Design bg_pixel_fifo, sky130hd; sources not shown.
==> run_1/power_grid.png <==
Scale bar: 20 um. Pins as bars on the die edge. Tap cells in grey.
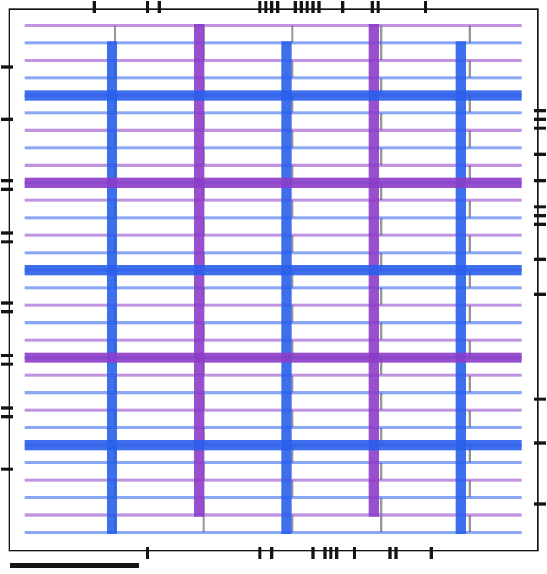
blue -> VSS
purple -> VDD
met1 rails = 30
rows = 29
tap cells = 77
met5 straps = 5
met4 straps = 5
Worst IR Drop VDD: 444.9 uV
DIE HEIGHT: 84 um
core area: 6096 um2

==> run_1/placement_by_type.png <==
Scale bar: 20 um.
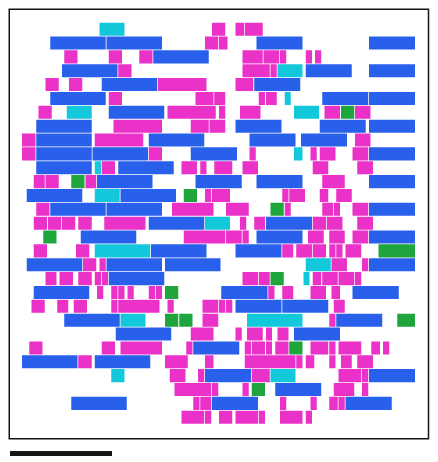
cyan -> clock drivers and dummy loads  # cells 16, share of their area 5.8%
green -> other buffers and delay cells  # cells 13, share of their area 3.2%
blue -> flops  # cells 67, share of their area 52%
magenta -> combinational and other logic  # cells 178, share of their area 39%
Post-Route Utilization: 59.85%
placement row count: 29
flop share of the area: 50.34%

==> run_1/clk_routes.png <==
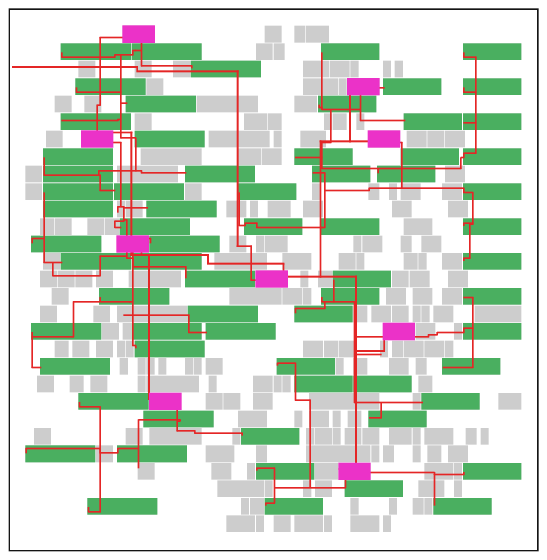
magenta -> clock drivers  # count 9
green -> flip-flops  # count 67
red -> clock wires  # length 903 um
flops lie = widely spread
routed clock nets = 10
Clock Latency Late Sink: 350 ps
part of the power in the clock network: 30.2%
clock distribution power: 915 uW

==> run_1/wires.png <==
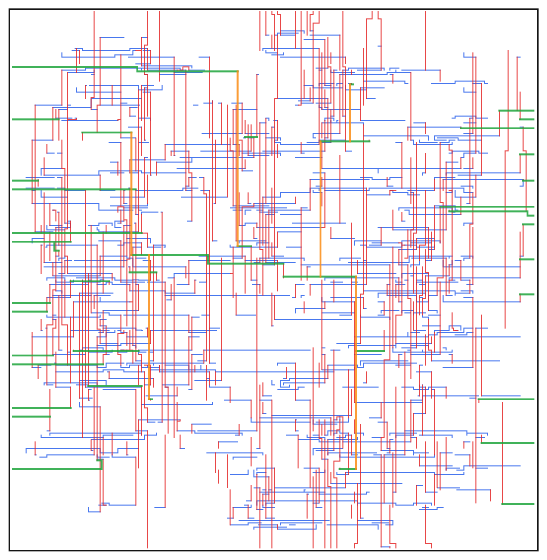
orange -> metal 4  # wire length 129 um
red -> metal 2  # wire length 3000 um
green -> metal 3  # wire length 328 um
blue -> metal 1  # wire length 2560 um
per-cell routed wire length: 17.14 um
routed wire length: 6015 um
total global routing track utilization: 20.19%
Via Count: 1998

==> results.yml, run 1 <==
# yosys + openroad results
synth:
  largest_area_cell: "sky130_fd_sc_hd__edfxtp_1"
  syn-instance-count: 265
  synthArstFlopShare_pct: 52.24
  yosysSeqAreaShare_pct: 55.35
  enable_flop_cells: 32
  postSynthRegisterBits: 67
  yosys_area_um2: 3318
  synthesis.nets: 308
  synth.area.top_cells: "sky130_fd_sc_hd__edfxtp_1, sky130_fd_sc_hd__dfrtp_1, sky130_fd_sc_hd__a21o_1"
  post-synth-top-area-fraction_pct: 28.96
  synth.most_common_cell: "sky130_fd_sc_hd__dfrtp_1"
  dominantRegCellSynth: "sky130_fd_sc_hd__dfrtp_1"
  yosysCellCount: 265
hold_path:
  min-delay-path-class: "primary input to flip-flop"
  whs_path_depth: 1
final_timing:
  final-max-slew-violation-count: 0
  worst_hold_slack_ps: 85.68
  setup_viol: 0
  setup-tns-final_ps: 0
  final_period_minus_worst_setup_slack_ps: 2399
  max_slew.worst_pin.slew_ps: 541.2
  maxSlewHeadroom_pct: 63.84
  maxClockFrequency_mhz: 416.8
finish:
  antenna_cells_inserted: 0
  layout-area-overhead-vs-synth_pct: 9.955
  layout_top_cell_excl_fill_tap: "sky130_fd_sc_hd__dfrtp_1"
  final_cells: 351
  postLayoutCellArea_um2: 3649
power:
  maxPowerGroup: "registers"
  p_int_mw: 2.130
  combinationalPowerShare_pct: 25.5
  total_power_divided_by_cell_area_nw_per_um2: 829.9
  share_seq_of_total_power_pct: 44.3
  combinationalPower_uw: 771
routing:
  via_to_cell_ratio: 5.692
  first_iter_violations: 79
worst_setup_path:
  endpoint_arrival_time_on_the_critical_path_ps: 2490
  required_ps: 2740
  path_cells: "nor3_2 -> a211oi_1 -> and2_1 -> ha_1 -> inv_1 -> ha_1 -> inv_1 -> fa_1 -> xor2_1 -> nor2_1"
  setup.reg_to_reg.worst_slack_ps: 250
  r2r_cells: 10
  endpoint_kind: "flip-flop"
  worst_path_max_fanout: 4
floorplan:
  core_util_floorplan_pct: 54.43
global_routing:
  grt_max_degree: 36
  grt_pass1_vias: 2061
  grt_use_met3_pct: 5.952
  grt_pass1_wl_um: 10240
  global_route.overflow_total: 0
  antenna_found_initial: 0
placement:
  placed_area_um2: 3411
  place.detailed.hpwl_um: 4329
  globalplace.congestion: 0.8405
  preCtsSetupSlack_ps: 241.7
job:
  cap_violations: 0
clock_network:
  clock-root-buffer: "sky130_fd_sc_hd__clkbuf_8"
  cts_buffers: 9
  clock_tree_from_tritoncts: "built"
  worst_setup_hold_path_clk_slew_ps: 80
  cts.sink_count: 67
run_status:
  status: "finished, final reports clean"
[run 1: metal layers]
layer / routed length [um] / part of all wire (%)
met1: 2555 / 42
met5: 0 / 0
met3: 327 / 5.4
met2: 3003 / 50
met4: 128 / 2.1
[run 1: kinds of logic after synthesis]
group	share of synthesized area (%)
flops	55.35
simple gates	9.502
compound gates	14.40
buf+inv	4.072
mux	8.710
xor+xnor	3.959
fa+ha+maj	3.997
[run 1: timing repair]
item	in CTS	in global routing
hold buffers	2	0
hold endpoints to repair	35	0
setup buffers	0	0
[run 1: cell type report]
class                           count  area (um2)
Clock buffer                       10       127.6
Inverter                           13       48.80
Sequential cell                    67        1837
Multi-Input combinational cell    165        1346
Timing Repair Buffer               13       112.6
Clock inverter                      6       80.08
Fill cell                         495        2447
Tap cell                           77       96.34
==> run 2, diff against run 1 <==
- CTS_CLUSTER_SIZE: not set -> 25
==> run_2/placement_by_type.png <==
Scale bar: 20 um.
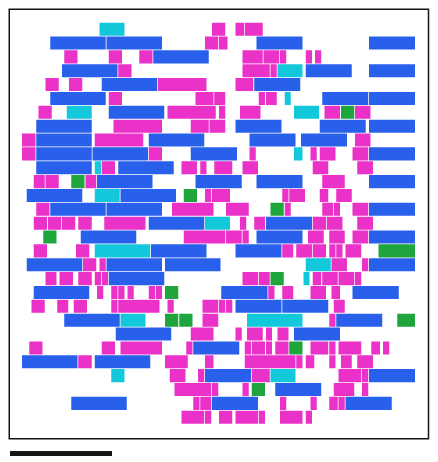
green -> other buffers and delay cells  # cells 13, share of their area 3.2%
blue -> flops  # cells 67, share of their area 52%
magenta -> combinational and other logic  # cells 178, share of their area 39%
cyan -> clock drivers and dummy loads  # cells 16, share of their area 5.8%
post-route design area: 3649 um2

==> run_2/power_grid.png <==
Scale bar: 20 um. Pins as bars on the die edge. Tap cells in grey.
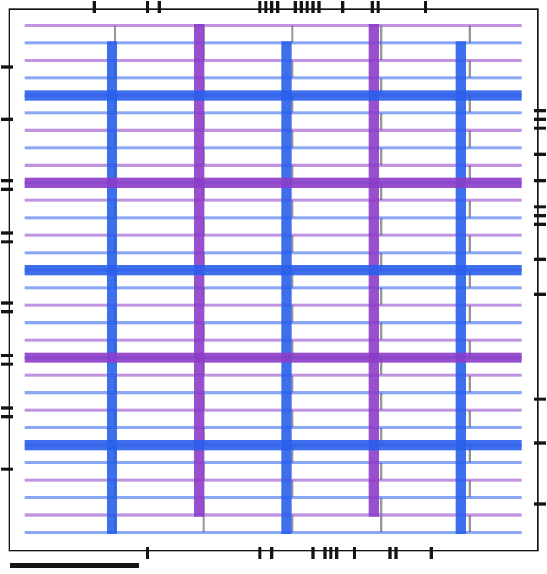
purple -> VDD
blue -> VSS
met5 straps = 5
signal pins = 53
tap cells = 77
rows = 29
met1 rails = 30
width of the chip: 82 um

==> run 2 against run 1 <==
Against the previous run: setup slack unchanged; global-route usage is the same; via count is the same; sequential cell count unchanged; critical path depth did not move; wire length unchanged; largest cell class unchanged; register-to-register slack is essentially flat; final area unchanged; sequential power about the same; synthesized cell count stayed put; highest routed layer unchanged; fmax unchanged; sequential share of layout area unchanged.
==> results.yml, run 2 <==
# yosys + openroad results
placement:
  preCtsSetupSlack_ps: 241.7
  globalplace.congestion: 0.8405
  place.detailed.hpwl_um: 4329
  placed_area_um2: 3411
power:
  worst_ir_drop_vdd_uv: 444.9
  p_int_mw: 2.130
  share_seq_of_total_power_pct: 44.3
  clock_power_uw: 915
  maxPowerGroup: "registers"
  fin_total_pwr_mw: 3.028
  combinationalPowerShare_pct: 25.5
  total_power_divided_by_cell_area_nw_per_um2: 829.9
  combinationalPower_uw: 771
floorplan:
  core_area_um2: 6096
  core_util_floorplan_pct: 54.43
  num_rows: 29
synth:
  yosysCellCount: 265
  synthArstFlopShare_pct: 52.24
  yosys.area_share.simple_pct: 9.502
  postSynthRegisterBits: 67
  synthesis.nets: 308
  dominantRegCellSynth: "sky130_fd_sc_hd__dfrtp_1"
  topCombFamilyByArea: "AND-OR/OR-AND gates"
  yosys_area_um2: 3318
  largest_area_cell: "sky130_fd_sc_hd__edfxtp_1"
  fa_ha_area_share_pct: 3.997
  synth_compound_gate_area_share_pct: 14.40
  synth.mux.area_fraction_pct: 8.710
  synth.most_common_cell: "sky130_fd_sc_hd__dfrtp_1"
  xor_area_share_pct: 3.959
  synth.area.top_cells: "sky130_fd_sc_hd__edfxtp_1, sky130_fd_sc_hd__dfrtp_1, sky130_fd_sc_hd__a21o_1"
  post-synth-top-area-fraction_pct: 28.96
  enable_flop_cells: 32
  yosysSeqAreaShare_pct: 55.35
  syn-instance-count: 265
global_routing:
  grt_max_degree: 36
  antenna_found_initial: 0
  global_route.overflow_total: 0
  grt_pass1_wl_um: 10240
  grt_pass1_vias: 2061
  grt_util_all_layers_pct: 20.19
worst_setup_path:
  r2r_cells: 10
  endpoint_kind: "flip-flop"
  path_cells: "nor3_2 -> a211oi_1 -> and2_1 -> ha_1 -> inv_1 -> ha_1 -> inv_1 -> fa_1 -> xor2_1 -> nor2_1"
  worst_path_max_fanout: 4
  setup.reg_to_reg.worst_slack_ps: 250
  endpoint_arrival_time_on_the_critical_path_ps: 2490
  crit_path_max_incr_delay_ps: 450
  required_ps: 2740
routing:
  route.final.wire_length_um: 6015
  first_iter_violations: 79
  wl_per_cell_um: 17.14
  via_to_cell_ratio: 5.692
  dr_total_vias: 1998
  route.detailed.drc: 0
finish:
  layout_top_cell_excl_fill_tap: "sky130_fd_sc_hd__dfrtp_1"
  filler_cell_count: 495
  layout-area-overhead-vs-synth_pct: 9.955
  antenna_cells_inserted: 0
  final_cells: 351
clock_network:
  worst_setup_hold_path_clk_slew_ps: 80
  post_cts_buffers: 0
  cts-hold-fix-buffers: 2
  insertion_delay_ps: 350
  clock_tree_from_tritoncts: "built"
  cts.sink_count: 67
  clk_path_buf_depth: 2
  cts_buffers: 9
  clock-root-buffer: "sky130_fd_sc_hd__clkbuf_8"
final_timing:
  maxClockFrequency_mhz: 416.8
  final_period_minus_worst_setup_slack_ps: 2399
  max_slew.worst_pin.slew_ps: 541.2
  final-max-slew-violation-count: 0
  setup-tns-final_ps: 0
  maxSlewHeadroom_pct: 63.84
  setup_viol: 0
hold_path:
  whs_path_depth: 1
  min-delay-path-class: "primary input to flip-flop"
job:
  cap_violations: 0
run_status:
  status: "finished, final reports clean"
[run 2: cell counts after synthesis]
No cell type changed its count.
[run 2: layout make-up]
type                            count  area (um2)  area share, %
Clock buffer                       10       127.6          3.498
Clock inverter                      6       80.08          2.195
Inverter                           13       48.80          1.337
Multi-Input combinational cell    165        1346          36.90
Sequential cell                    67        1837          50.34
Tap cell                           77       96.34          2.641
Timing Repair Buffer               13       112.6          3.086
[run 2: routing by layer]
metal	wire [um]	track usage [%]
met2	3003	31.41
met5	0	0
met1	2555	25.29
met4	128	10.15
met3	327	5.952
[run 2: through the flow]
step	utilization, %	hold WS (ps)
detailed placement	55.95	85.14
floorplan	-	84.41
global placement	55.95	85.14
CTS	59.85	77.47
global route	59.85	72.65
finish	59.85	85.68
Power is estimated from default activity; no workload was simulated.
